File: src/rtl/id_ex_pipeline_reg_if.sv
// ID/EX boundary bundle: decoded instruction from ID, registered copy to EX,
// plus the pipeline control and hazard status that travel with it.
interface id_ex_pipeline_reg_if #(
  parameter int DATA_W = 32,
  parameter int REG_AW = 5,
  parameter int CTRL_W = 10
);
  logic              stall;
  logic              flush;
  logic              id_valid;
  logic [CTRL_W-1:0] id_ctrl;
  logic              id_uses_rt;
  logic [DATA_W-1:0] id_pc4;
  logic [DATA_W-1:0] id_rs_data;
  logic [DATA_W-1:0] id_rt_data;
  logic [DATA_W-1:0] id_imm;
  logic [REG_AW-1:0] id_rs;
  logic [REG_AW-1:0] id_rt;
  logic [REG_AW-1:0] id_rd;

  logic              ex_valid;
  logic [CTRL_W-1:0] ex_ctrl;
  logic [DATA_W-1:0] ex_pc4;
  logic [DATA_W-1:0] ex_rs_data;
  logic [DATA_W-1:0] ex_rt_data;
  logic [DATA_W-1:0] ex_imm;
  logic [REG_AW-1:0] ex_rs;
  logic [REG_AW-1:0] ex_rt;
  logic [REG_AW-1:0] ex_rd;
  logic              load_use_stall;
  logic [15:0]       bubble_count;

  // Master is the pipeline around the register (ID side and EX consumers).
  modport master (
    output stall, flush, id_valid, id_ctrl, id_uses_rt, id_pc4,
           id_rs_data, id_rt_data, id_imm, id_rs, id_rt, id_rd,
    input  ex_valid, ex_ctrl, ex_pc4, ex_rs_data, ex_rt_data, ex_imm,
           ex_rs, ex_rt, ex_rd, load_use_stall, bubble_count
  );

  modport slave (
    input  stall, flush, id_valid, id_ctrl, id_uses_rt, id_pc4,
           id_rs_data, id_rt_data, id_imm, id_rs, id_rt, id_rd,
    output ex_valid, ex_ctrl, ex_pc4, ex_rs_data, ex_rt_data, ex_imm,
           ex_rs, ex_rt, ex_rd, load_use_stall, bubble_count
  );
endinterface

File: src/rtl/id_ex_pipeline_reg.sv
// ID/EX pipeline register of the MIPS32 core with load-use hazard detection.
// Inserts a bubble on flush or load-use, holds on stall, counts bubbles (saturating).
module id_ex_pipeline_reg #(
  parameter int DATA_W = 32,
  parameter int REG_AW = 5,
  parameter int CTRL_W = 10
) (
  input logic                 clock,
  input logic                 reset,
  id_ex_pipeline_reg_if.slave bus
);
  localparam int          CTRL_MEM_READ = 8;
  localparam logic [15:0] COUNT_MAX     = 16'hFFFF;

  logic              ex_valid;
  logic [CTRL_W-1:0] ex_ctrl;
  logic [DATA_W-1:0] ex_pc4;
  logic [DATA_W-1:0] ex_rs_data;
  logic [DATA_W-1:0] ex_rt_data;
  logic [DATA_W-1:0] ex_imm;
  logic [REG_AW-1:0] ex_rs;
  logic [REG_AW-1:0] ex_rt;
  logic [REG_AW-1:0] ex_rd;
  logic [15:0]       bubble_count;

  logic rs_match;
  logic rt_match;
  logic hazard;
  logic insert_bubble;

  // A load in EX whose destination (rt, never $zero) feeds the ID instruction.
  always_comb begin
    rs_match      = (ex_rt == bus.id_rs);
    rt_match      = bus.id_uses_rt && (ex_rt == bus.id_rt);
    hazard        = ex_valid && ex_ctrl[CTRL_MEM_READ] && (ex_rt != '0) &&
                    bus.id_valid && (rs_match || rt_match);
    insert_bubble = bus.flush || (!bus.stall && hazard);
  end

  always_ff @(posedge clock) begin
    if (reset) begin
      ex_valid     <= 1'b0;
      ex_ctrl      <= '0;
      ex_pc4       <= '0;
      ex_rs_data   <= '0;
      ex_rt_data   <= '0;
      ex_imm       <= '0;
      ex_rs        <= '0;
      ex_rt        <= '0;
      ex_rd        <= '0;
      bubble_count <= '0;
    end else if (insert_bubble) begin
      ex_valid   <= 1'b0;
      ex_ctrl    <= '0;
      ex_pc4     <= '0;
      ex_rs_data <= '0;
      ex_rt_data <= '0;
      ex_imm     <= '0;
      ex_rs      <= '0;
      ex_rt      <= '0;
      ex_rd      <= '0;
      if (bubble_count != COUNT_MAX) begin
        bubble_count <= bubble_count + 16'd1;
      end
    end else if (!bus.stall) begin
      // Control is zeroed for an empty slot so EX can never issue a write.
      ex_valid   <= bus.id_valid;
      ex_ctrl    <= bus.id_valid ? bus.id_ctrl : '0;
      ex_pc4     <= bus.id_pc4;
      ex_rs_data <= bus.id_rs_data;
      ex_rt_data <= bus.id_rt_data;
      ex_imm     <= bus.id_imm;
      ex_rs      <= bus.id_rs;
      ex_rt      <= bus.id_rt;
      ex_rd      <= bus.id_rd;
    end
  end

  assign bus.ex_valid       = ex_valid;
  assign bus.ex_ctrl        = ex_ctrl;
  assign bus.ex_pc4         = ex_pc4;
  assign bus.ex_rs_data     = ex_rs_data;
  assign bus.ex_rt_data     = ex_rt_data;
  assign bus.ex_imm         = ex_imm;
  assign bus.ex_rs          = ex_rs;
  assign bus.ex_rt          = ex_rt;
  assign bus.ex_rd          = ex_rd;
  assign bus.bubble_count   = bubble_count;
  assign bus.load_use_stall = hazard && !bus.stall;
endmodule

File: src/flat_wrapper.sv
// flat-port wrapper written by rule: the top's interface ports become plain ports
module id_ex_pipeline_reg_flat 
#(
  parameter int DATA_W = 32,
  parameter int REG_AW = 5,
  parameter int CTRL_W = 10
)
  (clock, reset, bus_stall, bus_flush, bus_id_valid, bus_id_ctrl, bus_id_uses_rt, bus_id_pc4, bus_id_rs_data, bus_id_rt_data, bus_id_imm, bus_id_rs, bus_id_rt, bus_id_rd, bus_ex_valid, bus_ex_ctrl, bus_ex_pc4, bus_ex_rs_data, bus_ex_rt_data, bus_ex_imm, bus_ex_rs, bus_ex_rt, bus_ex_rd, bus_load_use_stall, bus_bubble_count);
  id_ex_pipeline_reg_if #(.DATA_W(DATA_W), .REG_AW(REG_AW), .CTRL_W(CTRL_W)) bus_i ();
  input logic clock;
  input logic reset;
  input wire logic [$bits(bus_i.stall)-1:0] bus_stall;
  input wire logic [$bits(bus_i.flush)-1:0] bus_flush;
  input wire logic [$bits(bus_i.id_valid)-1:0] bus_id_valid;
  input wire logic [$bits(bus_i.id_ctrl)-1:0] bus_id_ctrl;
  input wire logic [$bits(bus_i.id_uses_rt)-1:0] bus_id_uses_rt;
  input wire logic [$bits(bus_i.id_pc4)-1:0] bus_id_pc4;
  input wire logic [$bits(bus_i.id_rs_data)-1:0] bus_id_rs_data;
  input wire logic [$bits(bus_i.id_rt_data)-1:0] bus_id_rt_data;
  input wire logic [$bits(bus_i.id_imm)-1:0] bus_id_imm;
  input wire logic [$bits(bus_i.id_rs)-1:0] bus_id_rs;
  input wire logic [$bits(bus_i.id_rt)-1:0] bus_id_rt;
  input wire logic [$bits(bus_i.id_rd)-1:0] bus_id_rd;
  output wire logic [$bits(bus_i.ex_valid)-1:0] bus_ex_valid;
  output wire logic [$bits(bus_i.ex_ctrl)-1:0] bus_ex_ctrl;
  output wire logic [$bits(bus_i.ex_pc4)-1:0] bus_ex_pc4;
  output wire logic [$bits(bus_i.ex_rs_data)-1:0] bus_ex_rs_data;
  output wire logic [$bits(bus_i.ex_rt_data)-1:0] bus_ex_rt_data;
  output wire logic [$bits(bus_i.ex_imm)-1:0] bus_ex_imm;
  output wire logic [$bits(bus_i.ex_rs)-1:0] bus_ex_rs;
  output wire logic [$bits(bus_i.ex_rt)-1:0] bus_ex_rt;
  output wire logic [$bits(bus_i.ex_rd)-1:0] bus_ex_rd;
  output wire logic [$bits(bus_i.load_use_stall)-1:0] bus_load_use_stall;
  output wire logic [$bits(bus_i.bubble_count)-1:0] bus_bubble_count;
  assign bus_i.stall = bus_stall;
  assign bus_i.flush = bus_flush;
  assign bus_i.id_valid = bus_id_valid;
  assign bus_i.id_ctrl = bus_id_ctrl;
  assign bus_i.id_uses_rt = bus_id_uses_rt;
  assign bus_i.id_pc4 = bus_id_pc4;
  assign bus_i.id_rs_data = bus_id_rs_data;
  assign bus_i.id_rt_data = bus_id_rt_data;
  assign bus_i.id_imm = bus_id_imm;
  assign bus_i.id_rs = bus_id_rs;
  assign bus_i.id_rt = bus_id_rt;
  assign bus_i.id_rd = bus_id_rd;
  assign bus_ex_valid = bus_i.ex_valid;
  assign bus_ex_ctrl = bus_i.ex_ctrl;
  assign bus_ex_pc4 = bus_i.ex_pc4;
  assign bus_ex_rs_data = bus_i.ex_rs_data;
  assign bus_ex_rt_data = bus_i.ex_rt_data;
  assign bus_ex_imm = bus_i.ex_imm;
  assign bus_ex_rs = bus_i.ex_rs;
  assign bus_ex_rt = bus_i.ex_rt;
  assign bus_ex_rd = bus_i.ex_rd;
  assign bus_load_use_stall = bus_i.load_use_stall;
  assign bus_bubble_count = bus_i.bubble_count;
  id_ex_pipeline_reg #(.DATA_W(DATA_W), .REG_AW(REG_AW), .CTRL_W(CTRL_W)) u_core (.clock(clock), .reset(reset), .bus(bus_i));
endmodule
File: config.mk
export PLATFORM = sky130hd
export DESIGN_NAME = id_ex_pipeline_reg_flat
export DESIGN_NICKNAME = d
export VERILOG_FILES = /design/src/rtl/id_ex_pipeline_reg_if.sv /design/src/rtl/id_ex_pipeline_reg.sv /design/src/flat_wrapper.sv
export SDC_FILE = /design/constraint.sdc
export NUM_CORES = 1
export LEC_CHECK = 0
export ABC_CLOCK_PERIOD_IN_PS = 4300
export CORE_MARGIN = 3
export CORE_UTILIZATION = 40
export DETAILED_ROUTE_END_ITERATION = 10
export GPL_TIMING_DRIVEN = 0
export HOLD_SLACK_MARGIN = 0.02
export PLACE_DENSITY = 0.76
export RECOVER_POWER = 50
export SYNTH_ARGS = -nofsm -noshare
export SYNTH_HDL_FRONTEND = slang
export SYNTH_SLANG_ARGS = --single-unit
File: constraint.sdc
create_clock -name clock -period 4.3 [get_ports clock]
set_input_delay 1.29 -clock clock [delete_from_list [all_inputs] [get_ports clock]]
set_output_delay 1.29 -clock clock [all_outputs]
set_load 0.05 [all_outputs]
Figure 1. Routing congestion map (run 1).
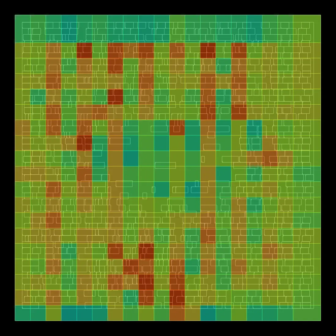
met2 track demand over resource: 0.3642
busiest grt layer: met2
routed wire length per instance: 17.32 microns

Figure 2. A small window of the routed layout (run 1).
The bar under the picture is 10 microns long. Window x 82 to 122, y 14 to 54 microns. Cells in grey, sequential cells in the stronger grey; small squares are vias.
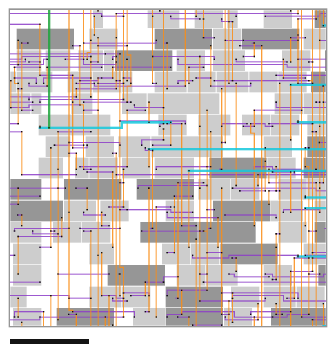
metal 1: in purple. metal 4: in green. metal 3: in cyan. metal 2: in orange.
96 logic cells have their middle in the window. Most frequent: mux2i_1 (18), nor2_4 (18), dfxtp_1 (18). Sequential cells in the window: 18. Netlist names of flops here include `u_core.bus.ex_rt_data` (9), `u_core.bus.ex_imm` (3), `u_core.bus.ex_rs` (3).

Figure 3. Gate-type map (run 1).
The bar under the picture is 50 microns long.
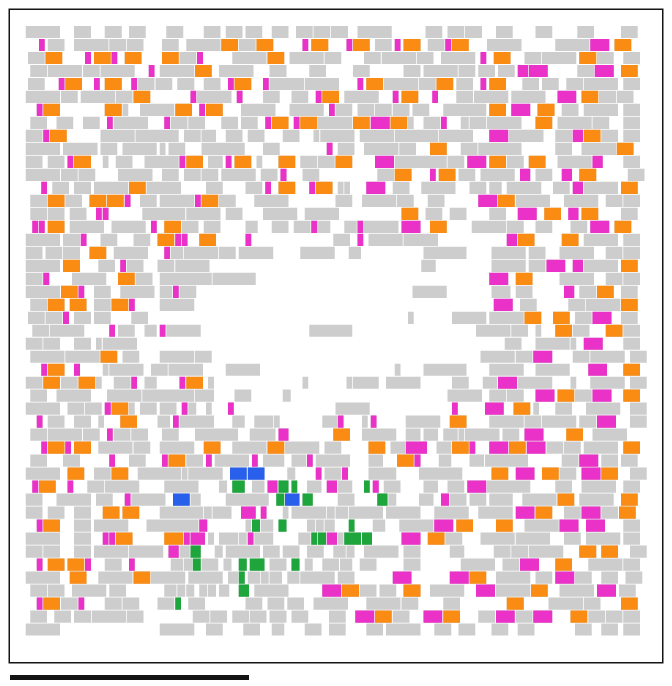
nand cells: in green, cells 22, where bottom centre. nor cells: in magenta, cells 172, where all over the die. mux cells: in orange, cells 145, where all over the die. non-inverting ao/oa cells: in blue, cells 4.

==> impl_metrics.json, run 1 <==
{
  "clockPowerShare": 0.421,
  "core.rowCount": 47,
  "final_nets": 1125,
  "critical_path_required_ns": 3.01,
  "edf_count": 0,
  "dp_hpwl_microns": 16290,
  "clk_share": 0.05860,
  "die_y_microns": 136.5,
  "cts-root-buf": "clkbuf_16",
  "place_area_sq_um": 10380,
  "layout_setup_ws_ns": 0.1308,
  "skew_ns": 0.008515,
  "slew_violations": 0,
  "outcome": "complete, no violations",
  "internal_power_w": 0.002919,
  "peakVddDrop_mv": 0.2574,
  "xor_area_frac": 0.01542,
  "dieArea_sq_um": 18640,
  "cts_num_sinks": 170,
  "ff_type": "dfxtp_1",
  "antennaDiodeCount": 0,
  "startpoint_type": "primary input",
  "min_to": "u_core.bus.ex_imm[20]",
  "lay_top_count": "dfxtp_1",
  "initial_core_util": 0.4095,
  "period_used_share": 0.9696,
  "clock.fmax_ghz": 0.2399,
  "logic_gates": 406,
  "p_comb_w": 0.000657,
  "path_delay_family": "buffers and inverters",
  "clkLatencyLatePin_ns": 0.42,
  "grt_util_all_layers": 0.2157,
  "combPwrFrac": 0.165,
  "ant_nets": 0,
  "seqPwrFrac": 0.414,
  "ys_sh_mux": 0.2131,
  "crit_path_end_kind": "output pin",
  "critPathMaxFanout": 5,
  "ff2ff_path_depth": 7,
  "core_area_sq_um": 16640,
  "cts_inserted_buffers": 17,
  "drt_iter0_markers": 186,
  "critPathMaxStageDelay_ns": 0.45,
  "combGateArea_sq_um": 3152,
  "final_core_util": 0.6633,
  "r2r-end": "u_core.bus.ex_ctrl[8]",
  "postSynthCellCount": 617,
  "nonClkBufAreaFrac": 0.3216,
  "path_cells": "clkdlybuf4s50_1, xor2_1, nor4_2, a32oi_2, nor2_2, clkbuf_4",
  "grt_pass1_vias": 5516,
  "path_buffers": 2,
  "cts_tree": "built",
  "power.group.top": "the clock network",
  "fillers": 1364,
  "pin_count": 330,
  "drt_wl_total_microns": 20750,
  "ys_sh_simple": 0.1900,
  "cts.clk_slew.worst_paths_ns": 0.06,
  "power_density_nw_per_um2": 360.8,
  "power_w": 0.003982,
  "cp_data_arrival_time_ns": 2.88,
  "p_leak_nw": 4.788,
  "drcViolationCount": 0,
  "nClkBuffers": 18,
  "synth.distinct_cells": 42,
  "inv_count": 3,
  "io_buffers": 329,
  "rrSetupSlack_ns": 1.90,
  "p_switching_w": 0.001063,
  "rsz0062_at_grt": "no",
  "instances_no_fill": 1198,
  "relSlewSlack": 0.4425,
  "max_cap_viol_count": 0,
  "finalSetupTns_ns": 0,
  "holdPathStages": 2,
  "cts_setup_buffers": 0,
  "syn_nets": 777,
  "worstSetupPathType": "in -> out",
  "synth_top_cell_by_count": "dfxtp_1",
  "viasPerCell": 4.716,
  "largestClassByArea": "non-clock buffers",
  "p_seq_w": 0.00165,
  "grt_start_max_net_pins": 17,
  "yosys_cells": 617,
  "yosysWarnings": 0,
  "warnings": 26,
  "aoi_share": 0.04057,
  "signal_buffers": 367,
  "dp_cells": 1166,
  "p_sw_frac": 0.2669,
  "largest_area_cell": "dfxtp_1",
  "ys_top_cells_by_count": "170 x dfxtp_1, 144 x mux2i_1, 103 x nor2_1",
  "setup_violations": 0,
  "crit_start": "bus_id_rt[4]",
  "async_reset_ff_frac": 0,
  "syn2layout_area_growth_pct": 61.96,
  "synth_top_area_share": 0.4994,
  "sh_seq_area": 0.3083,
  "dpl_worst_slack_ns": -0.5165,
  "final_cell_mix": "170 x dfxtp_1, 165 x clkdlybuf4s50_1, 163 x dlygate4sd3_1",
  "fin_area_sq_um": 11040,
  "adder_share": 0.001836,
  "vias": 5650,
  "crit_end": "bus_load_use_stall",
  "logic_family": "multiplexers",
  "reg2reg_from": "u_core.bus.ex_rt[2]",
  "grt_pass1_wl_microns": 30710,
  "synth_flops": 170,
  "cts_resized": 5,
  "comb_share": 0.2855,
  "fin_crit_ns": 4.169,
  "cts_hold_buffers": 0,
  "well_tap_count": 220
}
-- run 1: kinds of logic (layout without fill, tap and decap cells) --
family | Yosys count | after routing
buffers and inverters | 41 | 402
flip-flops | 170 | 170
AND/OR/NAND/NOR | 208 | 208
AND-OR/OR-AND | 40 | 40
adder cells (fa/ha/maj) | 1 | 1
multiplexers | 145 | 145
XOR/XNOR | 12 | 12
-- run 1: metal layers --
layer  part of all wire  up-vias  wire [microns]  track usage
li1                   -     2791               -            -
met1               0.38     2577            7824       0.2389
met2               0.49      259           10100       0.3642
met3               0.12       23            2487       0.1066
met4              0.017        0             344      0.06551
met5                  0        -               0            0
-- run 1: tightest hold or removal path, cell delays in order (launching register included) --
cell,delay (ns)
dfxtp_1,0.32
mux2i_1,0.07
nor2_2,0.07
Figure 4. Signal wires on met1 (run 1).
The bar under the picture is 50 microns long. Supply wires on this layer in grey.
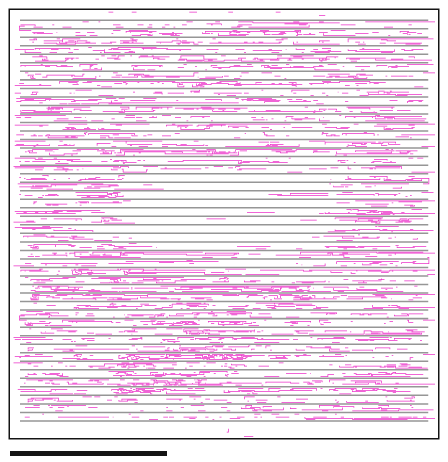

==> inputs of run 2 (changes only) <==
ABC_CLOCK_PERIOD_IN_PS = 3400   (was 4300)
CORE_UTILIZATION = 37   (was 40)
PLACE_DENSITY = 0.74   (was 0.76)
clock period = 3.4 ns   (was 4.3 ns; I/O delays follow)
Figure 5. Signal wires on met1 (run 2).
The bar under the picture is 50 microns long. Supply wires on this layer in grey.
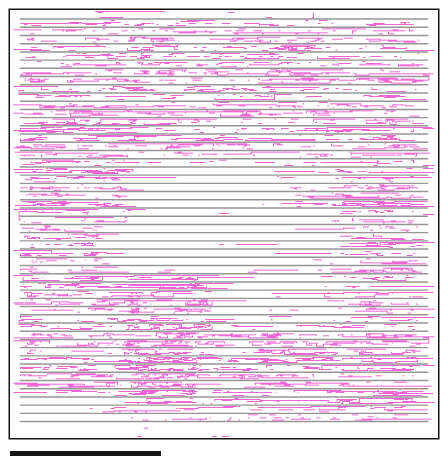
The layer carries 8190 microns of wire. 994 nets have wire on it. The wires run mostly horizontal. The longest straight run is 38.2 microns. The layer holds 40% of the routed length.

Figure 6. Met3 routing (run 2).
The bar under the picture is 50 microns long. Cells faint in the background.
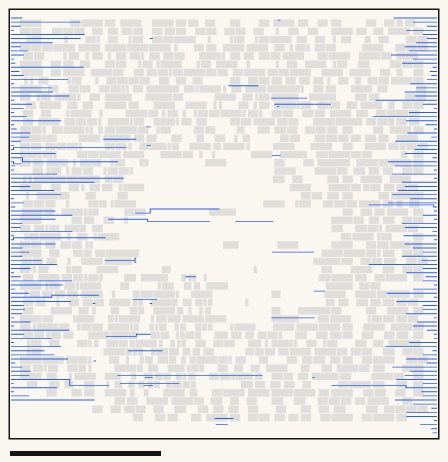
The longest straight run is 47.8 microns. 211 nets have wire on it. The layer holds 9.9% of the routed length.

Figure 7. A small window of the routed layout (run 2).
The bar under the picture is 10 microns long. Window x 86 to 126, y 15 to 55 microns. Cells in grey, sequential cells in the stronger grey; small squares are vias.
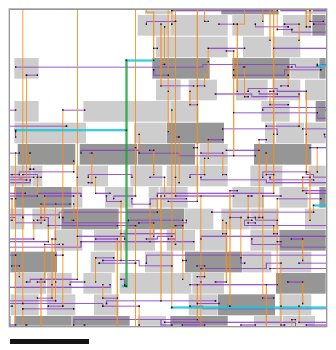
metal 1: in purple. metal 2: in orange. metal 3: in cyan. metal 4: in green.
Sequential cells in the window: 15. 79 logic cells have their middle in the window. Most frequent: clkdlybuf4s50_1 (17), nor2_4 (16), dfxtp_1 (15). Netlist names of flops here include `u_core.bus.ex_rt_data` (7), `u_core.bus.ex_rs` (3), `u_core.bus.ex_rt` (3).

==> run 2 against run 1 <==
Setup slack worse by 0.048 ns. Clock power grew about 30%. Register-to-register slack got worse by 1.1 ns. First-iteration DRC count up 11%. Flip-flop count is the same. Sequential power up 27%. Combinational power increased by about 30%. Largest cell class unchanged.
==> impl_metrics.json, run 2 <==
{
  "outcome": "complete, no violations",
  "reg2reg_from": "u_core.bus.ex_rt[2]",
  "holdPathStages": 2,
  "dpl_worst_slack_ns": -0.8368,
  "p_switching_w": 0.001350,
  "seqPwrFrac": 0.408,
  "path_buffers": 2,
  "setup_violations": 0,
  "period_used_share": 0.9757,
  "syn_nets": 777,
  "signal_buffers": 369,
  "p_seq_w": 0.00209,
  "fillers": 1551,
  "synth_flops": 170,
  "instances_no_fill": 1208,
  "grt_util_all_layers": 0.2000,
  "antennaDiodeCount": 0,
  "crit_end": "bus_load_use_stall",
  "yosys_cells": 617,
  "critPathMaxFanout": 2,
  "seq_cell_count": 170,
  "fin_area_sq_um": 11090,
  "r2r-end": "u_core.bus.ex_ctrl[5]",
  "dp_hpwl_microns": 16160,
  "warnings": 26,
  "viasPerCell": 4.704,
  "initial_core_util": 0.3781,
  "lay_top_count": "clkdlybuf4s50_1",
  "critPathMaxStageDelay_ns": 0.59,
  "yosysWarnings": 0,
  "logic_family": "multiplexers",
  "async_reset_ff_frac": 0,
  "critical_path_required_ns": 2.38,
  "rrSetupSlack_ns": 0.81,
  "cts_hold_buffers": 0,
  "cts.clk_slew.worst_paths_ns": 0.06,
  "p_comb_w": 0.000851,
  "ys_sh_simple": 0.1900,
  "combGateArea_sq_um": 3166,
  "well_tap_count": 229,
  "io_buffers": 329,
  "edf_count": 0,
  "clkLatencyLatePin_ns": 0.43,
  "xor_area_frac": 0.01542,
  "ys_top_cells_by_count": "170 x dfxtp_1, 144 x mux2i_1, 103 x nor2_1",
  "pin_count": 330,
  "syn2layout_area_growth_pct": 62.71,
  "slew_violations": 0,
  "place_area_sq_um": 10400,
  "ff_type": "dfxtp_1",
  "startpoint_type": "primary input",
  "drcViolationCount": 0,
  "finalSetupTns_ns": 0,
  "power_density_nw_per_um2": 461.2,
  "clockPowerShare": 0.425,
  "nonClkBufAreaFrac": 0.3217,
  "grt_pass1_wl_microns": 31220,
  "postSynthCellCount": 617,
  "clock.fmax_ghz": 0.3015,
  "aoi_share": 0.04057,
  "cp_data_arrival_time_ns": 2.30,
  "synth.distinct_cells": 42,
  "worstSetupPathType": "in -> out",
  "logic_gates": 406,
  "p_sw_frac": 0.2640,
  "adder_share": 0.001836,
  "path_delay_family": "buffers and inverters",
  "cts_tree": "built",
  "dp_cells": 1175,
  "grt_start_max_net_pins": 17,
  "layout_setup_ws_ns": 0.08273,
  "core_area_sq_um": 18020,
  "peakVddDrop_mv": 0.3313,
  "dieArea_sq_um": 20080,
  "ys_sh_mux": 0.2131,
  "power.group.top": "the clock network",
  "vias": 5682,
  "largestClassByArea": "non-clock buffers",
  "synth_top_cell_by_count": "dfxtp_1",
  "min_to": "u_core.bus.ex_rd[3]",
  "largest_area_cell": "dfxtp_1",
  "ant_nets": 0,
  "nClkBuffers": 17,
  "internal_power_w": 0.003764,
  "skew_ns": 0.01354,
  "cts-root-buf": "clkbuf_16",
  "sh_seq_area": 0.3069,
  "crit_path_end_kind": "output pin",
  "die_y_microns": 141.7,
  "relSlewSlack": 0.4615,
  "combPwrFrac": 0.166,
  "max_cap_viol_count": 0,
  "finalHoldViolations": 0,
  "power_w": 0.005115,
  "synth_top_area_share": 0.4994,
  "ff2ff_path_depth": 10,
  "cts_num_sinks": 170,
  "comb_share": 0.2855,
  "p_leak_nw": 4.304,
  "crit_start": "bus_id_rs[4]",
  "avgRoutedWirePerCell_microns": 17.06,
  "final_core_util": 0.6152,
  "clk_share": 0.05912,
  "fin_crit_ns": 3.317,
  "grt_pass1_vias": 5621,
  "syn_area_sq_um": 6815,
  "final_cell_mix": "324 x clkdlybuf4s50_1, 170 x dfxtp_1, 144 x mux2i_1",
  "path_cells": "clkdlybuf4s50_1, xor2_1, nor2_1, a32oi_2, nor2_2, buf_6",
  "cts_inserted_buffers": 17,
  "core.rowCount": 49,
  "die_x_microns": 141.7,
  "inv_count": 3,
  "final_nets": 1127,
  "drt_iter0_markers": 206,
  "drt_wl_total_microns": 20600,
  "whs_ns": 0.4936
}
run 2: cell counts after synthesis:
Identical to the previous run, type by type.
run 2: kinds of logic (layout without fill, tap and decap cells):
kind of cell / after synthesis / count (layout)
AND/OR/NAND/NOR: 208 / 208
adder cells (fa/ha/maj): 1 / 1
AND-OR/OR-AND: 40 / 40
multiplexers: 145 / 145
XOR/XNOR: 12 / 12
buffers and inverters: 41 / 403
flip-flops: 170 / 170
run 2: routing by layer:
layer,GRT usage,vias up,share of wire
li1,-,2809,-
met3,0.07718,19,0.099
met2,0.3397,243,0.49
met1,0.2342,2611,0.40
met4,0.05960,0,0.012
met5,0,-,0
run 2: what timing repair did:
action,CTS,global route
buffers inserted,1,1
pin swaps,3,4
gates resized,12,4
setup endpoints to repair,1,1
cloned,0,0
==> inputs of run 3 (changes only) <==
TNS_END_PERCENT = 5   (was default)
Figure 8. Signal wires on met1 (run 3).
The bar under the picture is 50 microns long. Supply wires on this layer in grey.
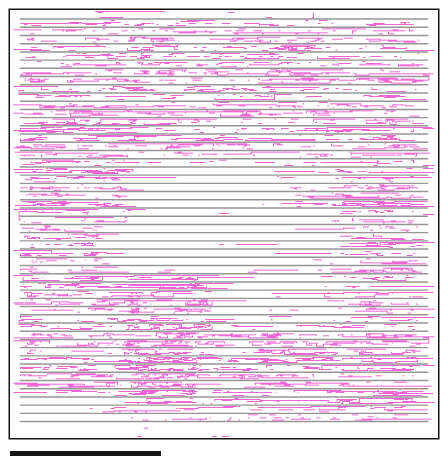
The longest straight run is 38.2 microns. The layer carries 8190 microns of wire. 994 nets have wire on it.

Figure 9. A small window of the routed layout (run 3).
The bar under the picture is 10 microns long. Window x 86 to 126, y 15 to 55 microns. Cells in grey, sequential cells in the stronger grey; small squares are vias.
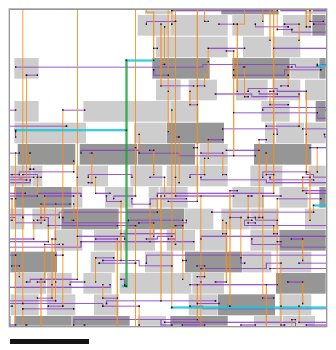
metal 1: in purple. metal 4: in green. metal 3: in cyan. metal 2: in orange.
79 logic cells have their middle in the window. Most frequent: clkdlybuf4s50_1 (17), nor2_4 (16), dfxtp_1 (15). Sequential cells in the window: 15. Netlist names of flops here include `u_core.bus.ex_rt_data` (7), `u_core.bus.ex_rs` (3), `u_core.bus.ex_rt` (3).

Figure 10. Met3 routing (run 3).
The bar under the picture is 50 microns long. Cells faint in the background.
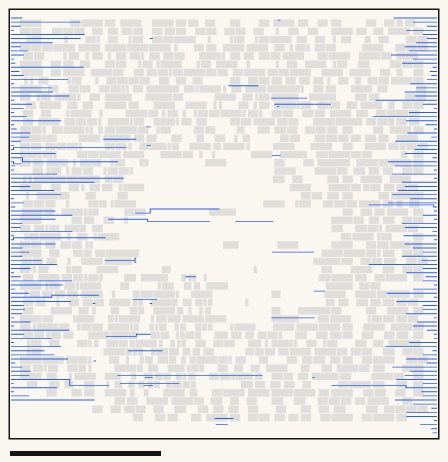
211 nets have wire on it. The layer carries 2030 microns of wire. The layer holds 9.9% of the routed length.

==> run 3 against run 2 <==
Critical endpoint unchanged. Final cell count unchanged. Maximum frequency unchanged. Largest cell class unchanged. Highest routed layer unchanged. Critical path depth unchanged. Synthesized cell count unchanged.
==> impl_metrics.json, run 3 <==
{
  "outcome": "complete, no violations",
  "die_y_microns": 141.7,
  "critical_path_required_ns": 2.38,
  "fin_crit_ns": 3.317,
  "power_density_nw_per_um2": 461.2,
  "hold_path.class": "reg -> reg",
  "yosys_area_sq_um": 6815,
  "initial_core_util": 0.3781,
  "cts-root-buf": "clkbuf_16",
  "critPathMaxStageDelay_ns": 0.59,
  "grt_busiest_layer": "met2",
  "whs_ns": 0.4936,
  "grt_util_all_layers": 0.2000,
  "vias": 5682,
  "core.rowCount": 49,
  "ff_type": "dfxtp_1",
  "nClkBuffers": 17,
  "h-tree-depth": 4,
  "drcViolationCount": 0,
  "wl_met3_microns": 2032,
  "reg2reg_from": "u_core.bus.ex_rt[2]",
  "final_nets": 1127,
  "ys_sh_mux": 0.2131,
  "synth_flops": 170,
  "drt-pass1-iter-count": 4,
  "aoi_share": 0.04057,
  "antenna_found_initial": 0,
  "r2r-end": "u_core.bus.ex_ctrl[5]",
  "crit_start": "bus_id_rs[4]",
  "setup_violations": 0,
  "routed.top_layer": "met4",
  "cp_data_arrival_time_ns": 2.30,
  "peakVddDrop_mv": 0.3313,
  "pin_count": 330,
  "async_reset_ff_frac": 0,
  "xor_area_frac": 0.01542,
  "drt_wl_total_microns": 20600,
  "dpl_worst_slack_ns": -0.8368,
  "met2_usage": 0.3397,
  "edf_count": 0,
  "crit_path_end_kind": "output pin",
  "grt_start_max_net_pins": 17,
  "slew_violations": 0,
  "power_w": 0.005115,
  "largestClassByArea": "non-clock buffers",
  "ys_seq_share": 0.4994,
  "rrSetupSlack_ns": 0.81,
  "yosysWarnings": 0,
  "dp_cells": 1175,
  "finalHoldViolations": 0,
  "critPathMaxFanout": 2,
  "finalSetupTns_ns": 0,
  "syn_nets": 777,
  "flop_area_sq_um": 3403,
  "globalRoute.totalOverflow": 0,
  "fillers": 1551,
  "synth_top_cell_by_count": "dfxtp_1",
  "worstSetupPathType": "in -> out",
  "p_leak_nw": 4.304,
  "ys_sh_simple": 0.1900,
  "skew_ns": 0.01354,
  "inv_count": 3,
  "met1_length_microns": 8194,
  "synth_top_area_share": 0.4994,
  "warnings": 26,
  "layout_setup_ws_ns": 0.08273,
  "synth_area_per_cell_sq_um": 11.05,
  "final_core_util": 0.6152,
  "drt_iter0_markers": 206,
  "path_cells": "clkdlybuf4s50_1, xor2_1, nor2_1, a32oi_2, nor2_2, buf_6",
  "place_area_sq_um": 10400,
  "cts_tree": "built",
  "lay_top_count": "clkdlybuf4s50_1",
  "use_met3": 0.07718,
  "cts_max_path_buffers": 2,
  "finalWeightedCongestion": 0.8279,
  "postSynthCellCount": 617,
  "adder_share": 0.001836,
  "instances_no_fill": 1208,
  "min_to": "u_core.bus.ex_rd[3]",
  "holdPathStages": 2,
  "clk_share": 0.05912,
  "seq_cell_count": 170,
  "timing_worst_slew_pin_value_ns": 0.8077,
  "clock.fmax_ghz": 0.3015,
  "syn_area_sq_um": 6815,
  "synth.distinct_cells": 42,
  "ant_nets": 0,
  "crit_end": "bus_load_use_stall",
  "grt_util_met1": 0.2342,
  "synth.top_cells.by_area": "dfxtp_1 50%, mux2i_1 21%, nor2_4 8.3%, nor2_1 5.7%, clkbuf_1 1.5%",
  "antennaDiodeCount": 0,
  "relSlewSlack": 0.4615,
  "worst_path_max_delay_cell": "clkdlybuf4s50_1",
  "final_cell_mix": "324 x clkdlybuf4s50_1, 170 x dfxtp_1, 144 x mux2i_1",
  "logic_family": "multiplexers",
  "yosys_cells": 617,
  "cts_inserted_buffers": 17,
  "clkLatencyLatePin_ns": 0.43,
  "largest_area_cell": "dfxtp_1",
  "dieArea_sq_um": 20080,
  "io_buffers": 329,
  "grt_pass1_wl_microns": 31220,
  "startpoint_type": "primary input",
  "logic_gates": 406,
  "nonClkBufAreaFrac": 0.3217,
  "fin_area_sq_um": 11090,
  "signal_buffers": 369,
  "combGateArea_sq_um": 3166,
  "cts.clk_slew.worst_paths_ns": 0.06,
  "max_cap_viol_count": 0,
  "dp_hpwl_microns": 16160,
  "ff2ff_path_depth": 10,
  "min_from": "u_core.bus.ex_rd[3]",
  "syn2layout_area_growth_pct": 62.71,
  "period_used_share": 0.9757,
  "comb_share": 0.2855,
  "well_tap_count": 229,
  "sh_seq_area": 0.3069,
  "grt_pass1_vias": 5621,
  "wl_met2_microns": 10140,
  "avgRoutedWirePerCell_microns": 17.06,
  "ys_top_cells_by_count": "170 x dfxtp_1, 144 x mux2i_1, 103 x nor2_1",
  "viasPerCell": 4.704,
  "cts_hold_buffers": 0,
  "cts_num_sinks": 170,
  "core_area_sq_um": 18020,
  "drive_gt1_frac": 0.1205,
  "die_x_microns": 141.7
}
[run 3: timing repair]
| action | CTS | global route |
|---|---|---|
| gates cloned | 0 | 0 |
| endpoints found under the setup margin | 1 | 1 |
| pin swaps | 3 | 4 |
| gates resized | 12 | 4 |
| buffers inserted | 1 | 1 |
[run 3: critical path: cells and delay by family]
family	cells	cell delay (ns)
and+or+nand+nor	2	0.14
xor gates and xnor gates	1	0.17
buffers and inverters	2	0.75
AOI/OAI and AO/OA	1	0.22
[run 3: report_power, final]
part	switching (W)	total [W]	leakage, nW	internal (W)
combinational	0.000462	0.000851	2.60	0.000389
sequential	0.0000365	0.00209	1.38	0.00205
clock	0.000852	0.00218	0.323	0.00132
total	0.00135	0.00511	4.30	0.00376
Power figures rest on the tool's default switching activity, not on a simulated workload.
